$ cat config.mk
export PLATFORM = sky130hd
export DESIGN_NAME = acc_unit_flat
export DESIGN_NICKNAME = d
export VERILOG_FILES = /design/src/rtl/acc_unit_pkg.sv /design/src/rtl/acc_unit_if.sv /design/src/rtl/acc_unit_alu.sv /design/src/rtl/acc_unit.sv /design/src/flat_wrapper.sv
export SDC_FILE = /design/constraint.sdc
export NUM_CORES = 1
export LEC_CHECK = 0
export CAP_MARGIN = 20
export CORE_MARGIN = 3
export CORE_UTILIZATION = 55
export CTS_CLUSTER_SIZE = 25
export DETAILED_ROUTE_END_ITERATION = 10
export MAX_ROUTING_LAYER = met4
export PLACE_DENSITY = 0.93
export SYNTH_ARGS = -nofsm -noshare
export SYNTH_HDL_FRONTEND = slang
export SYNTH_SLANG_ARGS = --single-unit
export TNS_END_PERCENT = 1
$ cat constraint.sdc
create_clock -name clk -period 2.55 [get_ports clk]
set_input_delay 0.255 -clock clk [delete_from_list [all_inputs] [get_ports clk]]
set_output_delay 0.255 -clock clk [all_outputs]
set_load 0.02 [all_outputs]
$ cat src/rtl/acc_unit_pkg.sv
// acc_unit_pkg: opcodes, flag bit positions and FSM states shared by the accumulator unit.
package acc_unit_pkg;
   typedef enum logic [2:0] {
      OP_NOP  = 3'd0,
      OP_LOAD = 3'd1,
      OP_ADD  = 3'd2,
      OP_SUB  = 3'd3,
      OP_AND  = 3'd4,
      OP_OR   = 3'd5,
      OP_SHL  = 3'd6,
      OP_MUL  = 3'd7
   } op_e;
   localparam int FLAG_Z = 0;
   localparam int FLAG_N = 1;
   localparam int FLAG_C = 2;
   localparam int FLAG_V = 3;
   typedef enum logic {ST_IDLE, ST_MUL} state_e;
endpackage

$ cat src/rtl/acc_unit_if.sv
// acc_unit_if: operation request / accumulator status bundle; master issues ops, slave is the unit.
interface acc_unit_if import acc_unit_pkg::*; #(parameter int WIDTH = 8);
   logic             op_valid;
   logic             op_ready;
   op_e              op;
   logic [WIDTH-1:0] operand;
   logic [WIDTH-1:0] acc_out;
   logic [3:0]       flags;
   logic             busy;
   logic             done;
   modport master (output op_valid, op, operand, input op_ready, acc_out, flags, busy, done);
   modport slave  (input op_valid, op, operand, output op_ready, acc_out, flags, busy, done);
endinterface

$ cat src/rtl/acc_unit_alu.sv
// acc_alu: combinational result and {V,C,N,Z} for single-cycle ops; NOP and MUL pass acc and flags through.
module acc_alu import acc_unit_pkg::*; #(parameter int WIDTH = 8) (
   input  op_e              op,
   input  logic [WIDTH-1:0] acc,
   input  logic [WIDTH-1:0] operand,
   input  logic [3:0]       flags_in,
   output logic [WIDTH-1:0] result,
   output logic [3:0]       flags_out
);
   localparam int M = WIDTH - 1;
   logic [WIDTH:0] sum, dif;
   logic c, v;
   always_comb begin
      sum = {1'b0, acc} + {1'b0, operand};
      dif = {1'b0, acc} - {1'b0, operand};
      result = acc;
      c = 1'b0;
      v = 1'b0;
      case (op)
         OP_LOAD: result = operand;
         OP_ADD: begin
            result = sum[M:0];
            c = sum[WIDTH];
            v = (acc[M] == operand[M]) && (sum[M] != acc[M]);
         end
         OP_SUB: begin
            result = dif[M:0];
            c = dif[WIDTH];
            v = (acc[M] != operand[M]) && (dif[M] != acc[M]);
         end
         OP_AND: result = acc & operand;
         OP_OR:  result = acc | operand;
         OP_SHL: begin
            result = {acc[M-1:0], 1'b0};
            c = acc[M];
         end
         default: result = acc;
      endcase
      flags_out = flags_in;
      if (op != OP_NOP && op != OP_MUL) begin
         flags_out[FLAG_Z] = result == '0;
         flags_out[FLAG_N] = result[M];
         flags_out[FLAG_C] = c;
         flags_out[FLAG_V] = v;
      end
   end
endmodule

$ cat src/rtl/acc_unit.sv
// acc_unit: accumulator with single-cycle ALU ops and an optional shift-add multiplier.
// Define ACC_UNIT_MUL_EN to build the MUL opcode; otherwise op 7 acts as NOP and the unit is never busy.
module acc_unit import acc_unit_pkg::*; #(parameter int WIDTH = 8) (
   input logic        clk,
   input logic        reset,
   acc_unit_if.slave  bus
);
   logic [WIDTH-1:0] acc, alu_res, mul_acc;
   logic [3:0] flags, alu_flags, mul_flags;
   logic done, busy, accept, is_mul, mul_last;
   op_e op;
   assign op = bus.op;
   assign accept = bus.op_valid && !busy;
   assign bus.op_ready = !busy;
   assign bus.busy = busy;
   assign bus.done = done;
   assign bus.acc_out = acc;
   assign bus.flags = flags;
   acc_alu #(.WIDTH(WIDTH)) u_alu (
      .op(op), .acc(acc), .operand(bus.operand), .flags_in(flags),
      .result(alu_res), .flags_out(alu_flags)
   );
`ifdef ACC_UNIT_MUL_EN
   localparam int CW = $clog2(WIDTH);
   localparam logic [CW-1:0] CNT_LAST = CW'(WIDTH - 1);
   state_e state, state_n;
   logic [CW-1:0] cnt;
   logic [WIDTH-1:0] mplier;
   logic [2*WIDTH-1:0] mcand, prod, prod_n;
   logic mul_start;
   assign busy = state == ST_MUL;
   assign is_mul = op == OP_MUL;
   assign mul_start = accept && is_mul;
   // One multiplier bit per edge: add the multiplicand shifted to that bit's weight.
   assign prod_n = prod + (mplier[cnt] ? mcand << cnt : '0);
   assign mul_acc = prod_n[WIDTH-1:0];
   assign mul_flags = {1'b0, |prod_n[2*WIDTH-1:WIDTH], prod_n[WIDTH-1], ~|prod_n[WIDTH-1:0]};
   always_comb begin
      state_n = state;
      mul_last = 1'b0;
      if (state == ST_IDLE && mul_start) state_n = ST_MUL;
      else if (state == ST_MUL && cnt == CNT_LAST) begin
         state_n = ST_IDLE;
         mul_last = 1'b1;
      end
   end
   always_ff @(posedge clk or negedge reset)
      if (!reset) begin
         state <= ST_IDLE;
         cnt <= '0;
         mcand <= '0;
         mplier <= '0;
         prod <= '0;
      end else begin
         state <= state_n;
         if (mul_start) begin
            mcand <= {{WIDTH{1'b0}}, acc};
            mplier <= bus.operand;
            prod <= '0;
            cnt <= '0;
         end else if (busy) begin
            prod <= prod_n;
            cnt <= cnt + 1'b1;
         end
      end
`else
   assign busy = 1'b0;
   assign is_mul = 1'b0;
   assign mul_last = 1'b0;
   assign mul_acc = '0;
   assign mul_flags = '0;
`endif
   always_ff @(posedge clk or negedge reset)
      if (!reset) begin
         acc <= '0;
         flags <= '0;
         done <= 1'b0;
      end else begin
         done <= (accept && !is_mul) || mul_last;
         if (mul_last) begin
            acc <= mul_acc;
            flags <= mul_flags;
         end else if (accept && !is_mul) begin
            acc <= alu_res;
            flags <= alu_flags;
         end
      end
endmodule

$ cat src/flat_wrapper.sv
// flat-port wrapper written by rule: the top's interface ports become plain ports
module acc_unit_flat import acc_unit_pkg::*;
#(parameter int WIDTH = 8)
  (clk, reset, bus_op_valid, bus_op, bus_operand, bus_op_ready, bus_acc_out, bus_flags, bus_busy, bus_done);
  acc_unit_if #(.WIDTH(WIDTH)) bus_i ();
  input logic clk;
  input logic reset;
  input wire logic [$bits(bus_i.op_valid)-1:0] bus_op_valid;
  input wire logic [$bits(bus_i.op)-1:0] bus_op;
  input wire logic [$bits(bus_i.operand)-1:0] bus_operand;
  output wire logic [$bits(bus_i.op_ready)-1:0] bus_op_ready;
  output wire logic [$bits(bus_i.acc_out)-1:0] bus_acc_out;
  output wire logic [$bits(bus_i.flags)-1:0] bus_flags;
  output wire logic [$bits(bus_i.busy)-1:0] bus_busy;
  output wire logic [$bits(bus_i.done)-1:0] bus_done;
  assign bus_i.op_valid = bus_op_valid;
  assign bus_i.op = bus_op;
  assign bus_i.operand = bus_operand;
  assign bus_op_ready = bus_i.op_ready;
  assign bus_acc_out = bus_i.acc_out;
  assign bus_flags = bus_i.flags;
  assign bus_busy = bus_i.busy;
  assign bus_done = bus_i.done;
  acc_unit #(.WIDTH(WIDTH)) u_core (.clk(clk), .reset(reset), .bus(bus_i));
endmodule
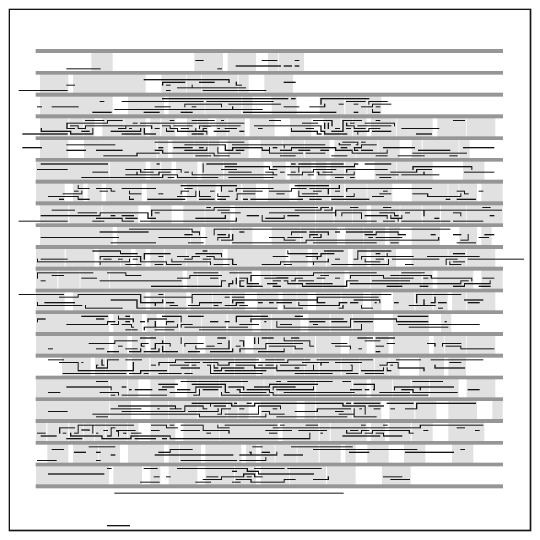
**Above:** M1 wires.
(8 px per um) Supply wires on this layer in grey. Cells faint in the background.
longest straight run: 29.4 um
nets with wire on the layer: 302
share of all routed wire: 41%
main direction: horizontal

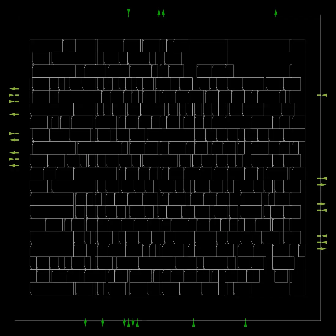
**Above:** placement view.
Final Util: 0.796
core area: 3180 um^2
fillers: 220
Non-Filler Instances: 348
Row Count: 20

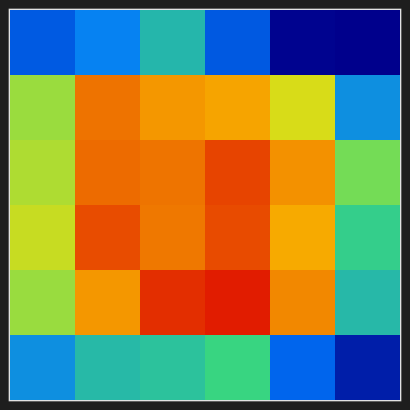
**Above:** placement density heat map.
(6 px per um) 6 x 6 tiles, from dark blue (low) to red (high), 0 to 100% covered.
mean over tiles: 59%
nearly empty tiles: 5.6%
emptiest ninth of the die: top right
fullest tile: 97%

==> results.ini <==
[route]
drt_drc_violations_left = 0
drtPass1Iterations = 6

[run]
cap_viol_max_count = 0
warning_count = 44

[timing]
finalHoldViolations = 0
worstMarginPinSlew_ns = 0.730
fmax_mhz = 407

[synth]
netlist_logic_family_top = AND-OR/OR-AND gates
ys.flops = 13
synth_chip_area_um2 = 1910

[die]
fp-utilization = 0.602

[worst_setup_path]
max_stage_delay_ns = 0.51
slowest_stage = clkdlybuf4s50_1
critPathRequiredTime_ns = 2.77
worstPathArrival_ns = 2.68

[global_routing]
antenna_found_initial = 0

[clocking]
clockRootBuffer = clkbuf_4
clk_pin_slew_worst_paths_ns = 0.07

[power_and_ir_drop]
peakVddDrop_v = 0.000435

[status]
outcome = finished clean

-- sequential cells by signal, summed over array words and instances, names as in the netlist --
name	flops
u_core.bus.done	1
u_core.bus.flags	4
u_core.bus.acc_out	8
-- cells in the mapped netlist (all sizes together) (3+ instances only) --
cell type / count / area, um^2
and3: 3 / 18.8
ha: 25 / 313
a31oi: 4 / 25.0
o21ai: 16 / 80.1
nor2: 8 / 30.0
nor2b: 9 / 56.3
or2: 3 / 18.8
dfrtp: 13 / 325
and3b: 3 / 26.3
a211oi: 6 / 45.0
buf: 10 / 62.6
nand2: 18 / 67.6
nor3: 10 / 65.1
nand2b: 4 / 25.0
clkbuf: 8 / 30.0
nand3: 7 / 35.0
o31a: 5 / 43.8
inv: 27 / 101
a21oi: 14 / 70.1
o31ai: 5 / 42.5
o211ai: 8 / 65.1
xnor2: 5 / 43.8
a22oi: 5 / 37.5
-- per-stage QoR --
| stage | setup TNS [ns] | hold WS, ns | cells | power [mW] |
|---|---|---|---|---|
| after floorplan | 0 | -0.0406 | 246 | 0.911 |
| after global placement | -0.256 | 0.473 | 344 | 1.30 |
| after detailed placement | -0.498 | 0.474 | 344 | 1.34 |
| after CTS | 0 | 0.325 | 348 | 1.48 |
| after global routing | -0.0723 | 0.348 | 348 | 1.61 |
| final | 0 | 0.328 | 348 | 1.51 |
-- power by group --
| group | internal (mW) | switching, mW | leakage, nW |
|---|---|---|---|
| combinational | 0.499 | 0.590 | 0.962 |
| clock | 0.0608 | 0.0644 | 0.0150 |
| sequential | 0.251 | 0.0437 | 0.158 |
-- final timing paths --
| kind | slack, ns | start | cells past startpoint | to |
|---|---|---|---|---|
| setup / recovery | 0.09 | bus_operand[0] | 10 | u_core.bus.flags[2] |
| hold / removal | 0.33 | reset | 1 | u_core.bus.acc_out[5] |
| setup reg to reg | 0.09 | u_core.bus.acc_out[0] | 10 | u_core.bus.flags[2] |
| hold reg to reg | 0.49 | u_core.bus.flags[3] | 2 | u_core.bus.flags[3] |
| max in group asynchronous | 1.85 | reset | 1 | u_core.bus.acc_out[0] |
| min in group clk | 0.49 | u_core.bus.flags[3] | 2 | u_core.bus.flags[3] |
-- worst register-to-register path: cells and delay by family (launching register included) --
| family | cells | cell delay, ns |
|---|---|---|
| compound gates | 5 | 1.11 |
| fa+ha+maj | 2 | 0.57 |
| buf+inv | 2 | 0.15 |
| flops | 1 | 0.39 |
| simple gates | 1 | 0.17 |
-- timing repair --
action | CTS | global route
endpoints found under the setup margin | 1 | 3
resized | 1 | 4
pin swaps | 0 | 1
-- layout make-up --
class                   instances  area (um^2)
multi-input cells             188         1420
fillers                       220          649
repair buffers                 72          606
flip-flops and latches         13          325
inverters                      27          101
well taps                      44         55.1
clock buffers                   4         26.3
-- metal layers --
| layer | GRT usage | vias to the layer above | share of wire |
|---|---|---|---|
| li1 | - | 993 | - |
| met1 | 0.362 | 967 | 0.41 |
| met2 | 0.498 | 131 | 0.46 |
| met3 | 0.0260 | 23 | 0.091 |
| met4 | 0.132 | 0 | 0.036 |
| met5 | - | - | 0 |
Power is estimated from default activity; no workload was simulated.
